==> config.mk <==
export PLATFORM = sky130hd
export DESIGN_NAME = cdb_writeback_scheduler
export DESIGN_NICKNAME = d
export VERILOG_FILES = /design/src/rtl/cdb_writeback_scheduler.sv
export SDC_FILE = /design/constraint.sdc
export NUM_CORES = 1
export LEC_CHECK = 0
export CAP_MARGIN = 20
export CORE_ASPECT_RATIO = 0.8
export CORE_MARGIN = 1
export CORE_UTILIZATION = 30
export DETAILED_ROUTE_END_ITERATION = 10
export PLACE_DENSITY_LB_ADDON = 0.1
export REMOVE_ABC_BUFFERS = 1
export SLEW_MARGIN = 30
export SYNTH_ARGS = -nofsm -noshare
export SYNTH_HDL_FRONTEND = slang
export SYNTH_SLANG_ARGS = --single-unit
==> constraint.sdc <==
create_clock -name CLK -period 3.8 [get_ports CLK]
set_input_delay 0.38 -clock CLK [delete_from_list [all_inputs] [get_ports CLK]]
set_output_delay 0.38 -clock CLK [all_outputs]
set_load 0.01 [all_outputs]
Fig. 1: M4 wires
(1.5 px per um) Supply wires on this layer in gray.
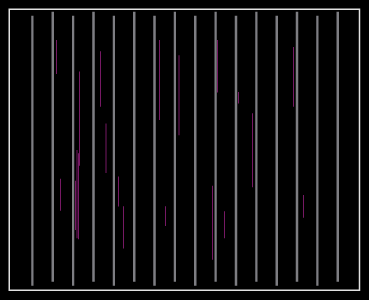
main direction = vertical
nets with wire on the layer = 11
share of all routed wire = 2.1%
vias after detailed routing: 7224
final WL: 33900 um

Fig. 2: local utilization
(1.5 px per um) 23 x 19 tiles, from dark blue (low) to red (high), 0 to 100% covered.
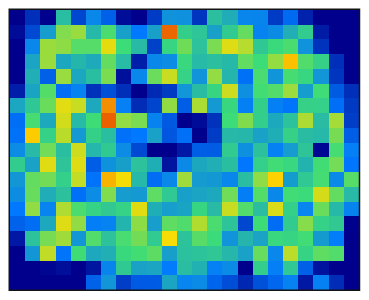
densest ninth of the die = middle left
nearly empty tiles = 8.7%
fullest tile = 89%
tiles over 75% full = 1.6%
core area: 0.0419 mm2
post-route core utilization: 0.391

==> flow_summary.toml <==
# yosys + openroad results
[finish]
sh_comb_area = 0.181
flops = 327
final_cell_mix = "edfxtp_1 (272), clkdlybuf4s50_1 (185), mux2i_1 (140), o221ai_1 (68), dfrtp_1 (51)"
finalNonFillerCells = 1494
seq_area_mm2 = 0.00955
comb_area_mm2 = 0.00297
syn_to_final_growth_pct = 28.6
seq_share = 0.582
clock_area_frac = 0.0652
clockBufferCount = 43
num-nets-final = 1058

[worst_setup_path]
r2r_setup_slack_ps = 1540
end_kind = "flop"
slowest_delay_ps = 770
path_depth = 4
slowest_stage = "dfrtp_2"
cp_max_fo = 20
arrival_ps = 2680

[yosys]
syn_area_per_cell_um2 = 17.9
synthTopLogicFamily = "multiplexers"
aoi_share = 0.0859
async_flop_share = 0.168
ys_warn_count = 0
ys_cells = 713
postSynthSeqShare = 0.749
yosys-top-cells-count = "edfxtp_1 (272), mux2i_1 (140), o221ai_1 (68)"

[global_route]
gr-usage-met2 = 0.254
grt_start_max_net_pins = 40
track_usage = 0.157

[timing]
hold-worst-slack_ps = 386
tightest_slew_ps = 747
max_clock_freq_mhz = 442
max_slew_margin = 0.502
rsz0062_at_grt = "no"

[clocking]
numClockSinks = 327
ctsHoldBuffers = 1
post-cts-setup-buffers = 0
path_clk_slew_ps = 60

[floorplan]
nWellTaps = 552
chipArea_mm2 = 0.0433

[power]
ir_drop_uv = 306

[placement]
port_buffers = 186
gp_routability_congestion = 0.795

[outcome]
outcome = "complete, no violations"

[run]
tool_warnings = 25
worst reg2reg max path, stage by stage (launching register included):
cell and delay [ps]:
dfrtp_2 770, buf_4 450, mux2i_1 450, o221ai_1 200
a32o_2 290
report_power, final:
group | total [W] | internal, W | switching [W]
clock | 0.00318 | 0.00179 | 0.00139
sequential | 0.00431 | 0.00414 | 0.000172
combinational | 0.00128 | 0.000592 | 0.000684
total | 0.00877 | 0.00652 | 0.00225
routing by layer:
layer | share of wire | vias up | wire [um]
met5 | 0 | - | 0
met4 | 0.021 | 0 | 702
met3 | 0.054 | 48 | 1830
met2 | 0.48 | 211 | 16300
met1 | 0.44 | 3646 | 15000
li1 | - | 3319 | -
